[src/rtl/rr_grant_mux.sv]
// rr_grant_mux: steers the arbiter-granted requestor beat into a 2-entry tagged output buffer.
// Optional packet locking is enabled by defining PKT_LOCK_EN.
module rr_grant_mux #(
  parameter int unsigned DW    = 32,
  parameter int unsigned DEPTH = 2
) (
  input  logic          clk,
  input  logic          rst,
  input  logic [1:0]    grant,
  input  logic [3:0]    req_vld,
  input  logic [4*DW-1:0] req_data,
  input  logic [3:0]    req_last,
  output logic [3:0]    req_rdy,
  output logic          out_vld,
  output logic [DW-1:0] out_data,
  output logic [1:0]    out_src,
  output logic          out_last,
  input  logic          out_rdy
);

  localparam logic [1:0] FULL = 2'(DEPTH);

  logic          rdy_en;
  logic [1:0]    cnt;
  logic          wptr;
  logic          rptr;
  logic [DW-1:0] buf_data [2];
  logic [1:0]    buf_src  [2];
  logic          buf_last [2];

  logic [1:0]    sel;
  logic [DW-1:0] sel_data;
  logic          wr_last;
  logic          can_push;
  logic          push;
  logic          pop;

`ifdef PKT_LOCK_EN
  typedef enum logic {IDLE, LOCKED} state_t;
  state_t     state;
  logic [1:0] lock_src;

  assign sel     = (state == LOCKED) ? lock_src : grant;
  assign wr_last = req_last[sel];

  always_ff @(posedge clk or negedge rst) begin
    if (!rst) begin
      state    <= IDLE;
      lock_src <= '0;
    end else begin
      case (state)
        IDLE: begin
          if (push && !wr_last) begin
            lock_src <= sel;
            state    <= LOCKED;
          end
        end
        LOCKED: begin
          if (push && wr_last) state <= IDLE;
        end
        default: state <= IDLE;
      endcase
    end
  end
`else
  logic unused_last;

  assign sel         = grant;
  assign wr_last     = 1'b0;
  assign unused_last = ^req_last;
`endif

  // rdy_en holds req_rdy low during reset and for the first cycle after release
  assign can_push = rdy_en && (cnt != FULL);
  assign sel_data = req_data[32'(sel)*DW +: DW];
  assign push     = req_vld[sel] && can_push;
  assign out_vld  = (cnt != '0);
  assign pop      = out_vld && out_rdy;

  always_comb begin
    req_rdy      = '0;
    req_rdy[sel] = can_push;
  end

  assign out_data = buf_data[rptr];
  assign out_src  = buf_src[rptr];
  assign out_last = buf_last[rptr];

  always_ff @(posedge clk or negedge rst) begin
    if (!rst) begin
      rdy_en <= 1'b0;
      cnt    <= '0;
      wptr   <= 1'b0;
      rptr   <= 1'b0;
      for (int unsigned i = 0; i < 2; i++) begin
        buf_data[i] <= '0;
        buf_src[i]  <= '0;
        buf_last[i] <= 1'b0;
      end
    end else begin
      rdy_en <= 1'b1;
      if (push) begin
        buf_data[wptr] <= sel_data;
        buf_src[wptr]  <= sel;
        buf_last[wptr] <= wr_last;
        wptr           <= ~wptr;
      end
      if (pop) rptr <= ~rptr;
      case ({push, pop})
        2'b10:   cnt <= cnt + 2'd1;
        2'b01:   cnt <= cnt - 2'd1;
        default: cnt <= cnt;
      endcase
    end
  end

endmodule
[config.mk]
export PLATFORM = sky130hd
export DESIGN_NAME = rr_grant_mux
export DESIGN_NICKNAME = d
export VERILOG_FILES = /design/src/rtl/rr_grant_mux.sv
export SDC_FILE = /design/constraint.sdc
export NUM_CORES = 1
export LEC_CHECK = 0
export ABC_AREA = 0
export CAP_MARGIN = 10
export CORE_UTILIZATION = 50
export DETAILED_ROUTE_END_ITERATION = 16
export DONT_BUFFER_PORTS = 1
export PLACE_DENSITY_LB_ADDON = 0.2
export SYNTH_ARGS = -nofsm -noshare
export SYNTH_HDL_FRONTEND = slang
export SYNTH_SLANG_ARGS = --single-unit
[constraint.sdc]
create_clock -name clk -period 3.51 [get_ports clk]
set_clock_uncertainty 0.1 [all_clocks]
set_input_delay 0.5265 -clock clk [delete_from_list [all_inputs] [get_ports clk]]
set_output_delay 0.5265 -clock clk [all_outputs]
set_load 0.03 [all_outputs]
==> impl_metrics.toml, run 1 <==
# implementation run metrics
[drt]
ant_nets = 0
drt_wl_total_mm = 7.48
wl_met2_mm = 3.62
avgViaCountPerCell = 6.09
wl_met1_mm = 2.99
wl_met3_um = 779
drt_iter0_drc = 77
highest_layer = "met4"
dr.pass1.iters = 4
via_count = 2156
wl_per_cell_um = 21.1

[grt]
grt_usage_pct = 19.0
use_met3_pct = 8.21
grt_pass1_wl_mm = 12.0
overflow = 0
busiest_layer = "met2"
grt_util_met2_pct = 31.0
antenna_found_initial = 0
grt_max_degree = 76

[worst_setup_path]
reg2reg_slack_ns = 1.37
crit_slowest_cell = "nor3_1"
cp.depth = 3
end_kind = "output pin"
r2r_end = "buf_data[53]"
cp-startpoint = "cnt[0]"
critPathTopFamily = "simple AND/OR/NAND/NOR gates"
worst-path-max-fanout = 5
start_kind = "register"
required_ns = 2.88
cp-endpoint = "req_rdy[1]"
crit_chain = "nand2b_1, nand2_1, nor3_1"

[clock_network]
clock_sinks = 75
numCtsBuffers = 9
hold_buffers = 2
post-cts-setup-buffers = 0
h-tree-depth = 3
clockRootBuffer = "clkbuf_8"
cts.repair.resized = 0
cts_tree = "done"
cts_buffer_depth = 2

[yosys]
synth.avg_cell_area_um2 = 16.1
synthMuxAreaShare_pct = 46.9
synth-simple-area-share_pct = 2.75
netlist_area_mm2 = 0.00405
yosys.stat.seqShare_pct = 46.3
ys_warn_count = 0
fp_nets = 394
synthAoiAreaFrac_pct = 0
top_logic_kind = "multiplexers"
post_synth_num_cell_types = 22
syn-instance-count = 252
yosysCellCount = 252
ys_area_mm2 = 0.00405
synthAdderAreaFrac_pct = 0.309

[status]
status = "finished, final reports clean"

[power_and_ir_drop]
power_clock_uw = 888
internal_power_mw = 2.62
power.total_mw = 4.24
p_comb_mw = 1.77
leakagePower_nw = 1.78
seqPwrFrac_pct = 37.1
powerDensity_mw_per_mm2 = 963
combPwrFrac_pct = 41.9
p_switching_mw = 1.62
sw_frac_of_total_pct = 38.2
pwr-share-clk_pct = 21.0

[run]
warning_count = 30

[placed_design]
post-dp-hpwl_mm = 4.90
gp_congestion = 0.648
dp_cells = 336
port_buffers = 0
placed_cell_area_mm2 = 0.00408
pre_cts_ws_ns = 1.12

[final_timing]
report.final.hold_viol_count = 0
worstMarginPinSlew_ns = 0.931
slew_headroom_pct = 37.9
holdWs_ns = 0.220
drv_slew = 0
fmax_ghz = 0.403
fin_crit_sh_pct = 70.7
setup_tns_ns = 0
rsz0062_at_grt = "no"
period_needed_ns = 2.48

[min_path]
worst_hold_startpoint = "grant[0]"
holdPathEnd = "buf_src[2]"

[final_layout]
design_area_mm2 = 0.00440
final_util_pct = 56.6
lay_top_cells = "mux2_2, dfrtp_1, mux4_2"
regMostFlops = "buf_data"
largest_reg_flops = 64
fillers = 628
num_antenna_cells = 0

[floorplanning]
fp_util_pct = 52.2
num_io_pins = 181
run 1: synthesized netlist by cell type (all sizes together):
library cell    n  share of area [%]
conb            1              0.093
nand3           2               0.25
xnor2           3               0.65
clkbuf          6               0.56
nand4b          1               0.59
nor2            3               0.28
nand2           1              0.093
nand2b          1               0.15
inv             1              0.093
nor3            2               0.25
buf            12                1.9
mux2          103                 29
or2             1               0.15
xor2            2               0.43
dfrtp          75                 46
ha              1               0.31
nand4           1               0.52
and2            3               0.46
mux4           33                 18
run 1: final cells by class:
cell class                 instances  area [µm²]  area share (%)
sequential                        75        1880            42.7
clock buffer                      12         155            3.53
tap                              102         128            2.90
clock inverter                     4         120            2.73
multi-input combinational        158        2070            47.2
inverter                           1        3.75          0.0854
timing repair buffer               2        37.5           0.854
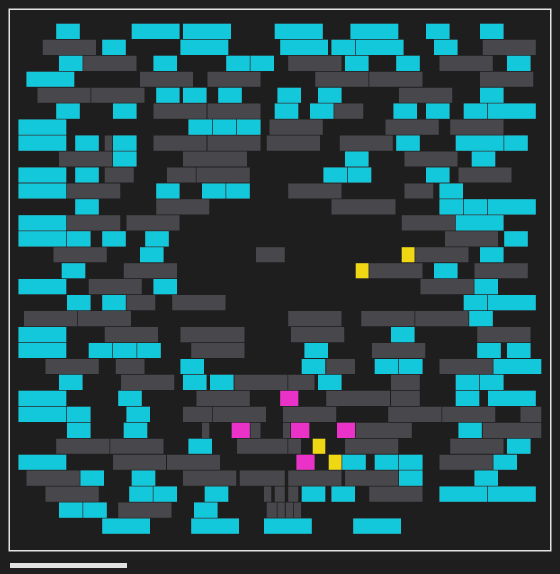
Fig. 1. Selected gate families (run 1).
The bar under the picture is 20 µm long.
XOR/XNOR gates -> magenta  # cells 5, where bottom center
AND and OR gates -> yellow  # cells 4
multiplexers -> cyan  # cells 136, where widely spread
Non-Filler Instances: 354
Commonest Layout Cell: mux2_2
combinational share of cell area: 47.2%

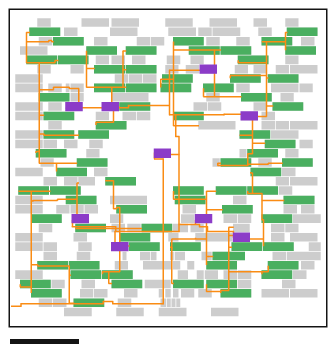
Fig. 2. Clock network drawn from the DEF (run 1).
The bar under the picture is 20 µm long.
clock wires -> orange  # length 925 µm
flip-flops -> green  # count 75
cells driving clock nets -> purple  # count 9
flops lie = widely spread
routed clock nets = 10

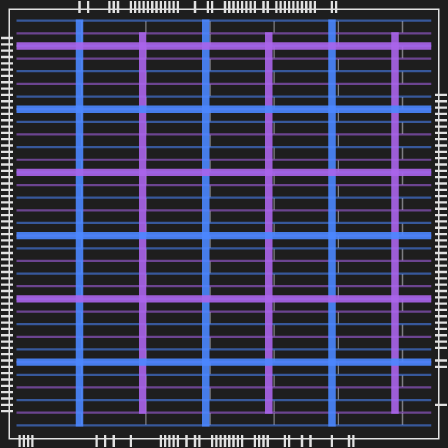
Fig. 3. Power grid (run 1).
Pins as bars on the die edge. Tap cells in gray.
VDD -> purple
VSS -> blue
rows = 32
tap cells = 102
met4 straps = 6
core area: 0.00777 mm²
VDD IR max: 0.457 mV
Die Span X: 92.0 µm
chip height: 92.0 µm

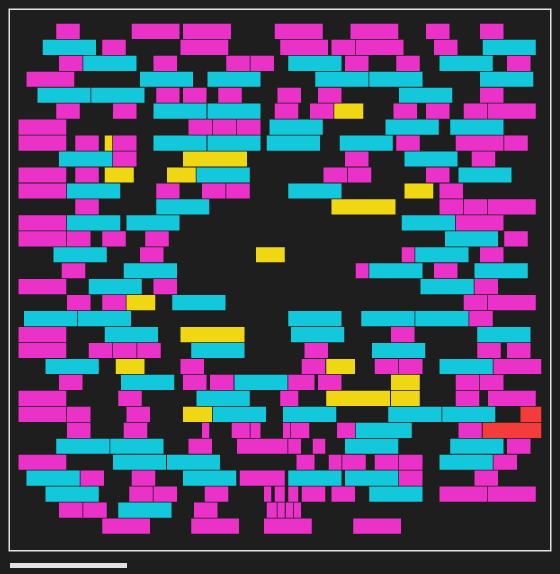
Fig. 4. Cells colored by class (run 1).
The bar under the picture is 20 µm long.
other buffers and delay cells -> red  # cells 2, share of their area 0.88%
all other logic -> magenta  # cells 159, share of their area 49%
flip-flops -> cyan  # cells 75, share of their area 44%
clock drivers and dummy loads -> yellow  # cells 16, share of their area 6.4%

Fig. 5: run 1, clock routing
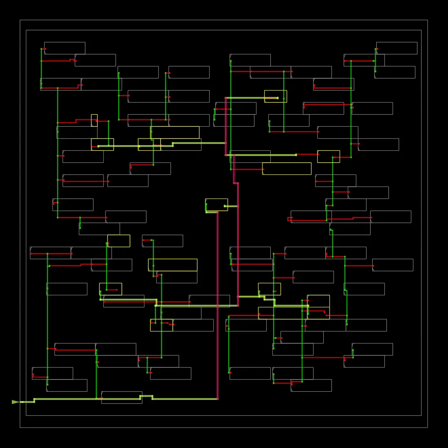

==> run 1 -> run 2 <==
clock period = 2.4 ns   (was 3.51 ns; I/O delays follow)
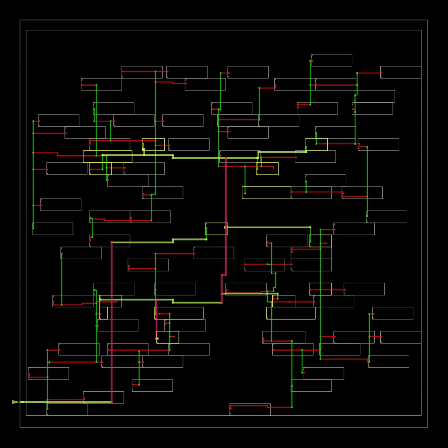
Fig. 6. Clock routing (run 2).
Flop Count: 75
Latency at later pin: 0.34 ns
CTS sink cnt: 75
Clk power: 1.27 mW

==> run 2 against run 1 <==
Compared with the run above: first-iteration DRC count shrank 3.9%; sequential power grew about 40%; hold slack lost 0.17 ns; setup slack lost 0.72 ns; clock power grew 43%; via count grew 0.51%; cell count grew 2.0%; clock-buffer cell count shrank 2; sequential share of layout area shrank 0.69 points; critical path depth is the same.
==> impl_metrics.toml, run 2 <==
# implementation run metrics
[status]
status = "finished, final reports clean"

[yosys]
xor_area_share_pct = 1.08
post_synth_num_cell_types = 22
fp_nets = 394
synthAoiAreaFrac_pct = 0
postSynth.asyncResetShare_pct = 100
ys_warn_count = 0
top_area_cell = "dfrtp_1"
ys_area_mm2 = 0.00405
yosys.stat.seqShare_pct = 46.3
synth.avg_cell_area_um2 = 16.1
synthAdderAreaFrac_pct = 0.309
synth_top_flop_cell = "dfrtp_1"
top_cell_area_share_pct = 46.3
yosys-top-cells-area = "dfrtp_1, mux2_2, mux4_2"
syn-instance-count = 252
edf_count = 0
synth-simple-area-share_pct = 2.75
ys_top_cells_by_count = "mux2_2, dfrtp_1, mux4_2"
synthMuxAreaShare_pct = 46.9
synth_top_cell_by_count = "mux2_2"
top_logic_kind = "multiplexers"
netlist_area_mm2 = 0.00405

[worst_setup_path]
cp-endpoint = "req_rdy[3]"
r2r_end = "cnt[1]"
critPathTopFamily = "simple AND/OR/NAND/NOR gates"
critPathKind = "register to output pin"
crit_chain = "nand2b_1, nand3_1, nor2_1"
crit_slowest_cell = "nor2_1"
reg2reg_slack_ns = 0.57
cp-startpoint = "cnt[0]"
required_ns = 1.94
worst-path-max-fanout = 5
start_kind = "register"
end_kind = "output pin"
cp.depth = 3

[drt]
via_count = 2167
wl_per_cell_um = 21.7
drt_wl_total_mm = 7.84
drt_iter0_drc = 74
avgViaCountPerCell = 6.00
ant_nets = 0
dr.pass1.iters = 4

[final_layout]
seq_area_share_pct = 42.0
final_util_pct = 57.5
largest_reg_flops = 64
fillers = 611
design_area_mm2 = 0.00447
inv_count = 1
clk_share_pct = 5.88
num_antenna_cells = 0
layout.nonclk_buf_share_pct = 2.74
final_cell_count_no_fill = 361
comb_cells = 158
dominant_cells = "multi-input combinational cells"
regArea_mm2 = 0.00188
lay_top_count = "mux2_2"
comb_share_pct = 46.4
nClkBuffers = 10
logic_area_mm2 = 0.00207
regMostFlops = "buf_data"
lay_top_cells = "mux2_2, dfrtp_1, mux4_2"

[grt]
antenna_found_initial = 0
use_met3_pct = 8.21
grt_usage_pct = 20.0
grtUsageMet1_pct = 23.6
overflow = 0
grt_pass1_wl_mm = 12.6
busiest_layer = "met2"
grt_util_met2_pct = 33.8
grt_max_degree = 76

[final_timing]
drv_slew = 0
report.final.hold_viol_count = 0
holdWs_ns = 0.0488
rsz0062_at_grt = "no"
slew_headroom_pct = 63.3
fmax_ghz = 0.477
setup_ws_ns = 0.305
period_needed_ns = 2.09
worstMarginPinSlew_ns = 0.548
fin_crit_sh_pct = 87.3
setup_tns_ns = 0

[clock_network]
numCtsBuffers = 9
h-tree-depth = 3
clockRootBuffer = "clkbuf_8"
post-cts-setup-buffers = 0
hold_buffers = 2
cts_buffer_depth = 2
cts_tree = "done"
cts.repair.resized = 0

[power_and_ir_drop]
power.total_mw = 6.26
leakagePower_nw = 1.82
powerDensity_mw_per_mm2 = 1400
ir_drop_mv = 0.687

[floorplanning]
fp_util_pct = 52.2
dieHeight_um = 92.0
tapCellCount = 102
num_io_pins = 181
coreArea_mm2 = 0.00777
fp.dieW_um = 92.0

[placed_design]
post-dp-hpwl_mm = 5.35
gp_congestion = 0.714
dp_cells = 344
port_buffers = 0
pre_cts_ws_ns = 0.432
placed_cell_area_mm2 = 0.00417

[run]
warning_count = 30

[min_path]
holdPathEnd = "buf_src[1]"
worst_hold_startpoint = "grant[1]"
-- run 2: cell counts after synthesis --
Identical to the previous run, type by type.
-- run 2: per-layer routing --
layer / share of wire (%) / wire (µm) / vias up
li1: - / - / 963
met1: 40 / 3130 / 1081
met2: 51 / 3960 / 115
met3: 8.6 / 677 / 8
met4: 0.99 / 78 / 0
met5: 0 / 0 / -
-- run 2: power by group --
group	total [mW]	internal, mW	switching (mW)
combinational	2.78	1.15	1.63
sequential	2.20	1.89	0.315
clock	1.27	0.817	0.455
-- run 2: worst reg2reg max path: stages (launching register included) --
cell,delay [ns]
dfrtp_1,0.41
or2_2,0.41
and2_1,0.23
ha_1,0.33
nor2_1,0.14
xor2_1,0.14
Power figures rest on the tool's default switching activity, not on a simulated workload.
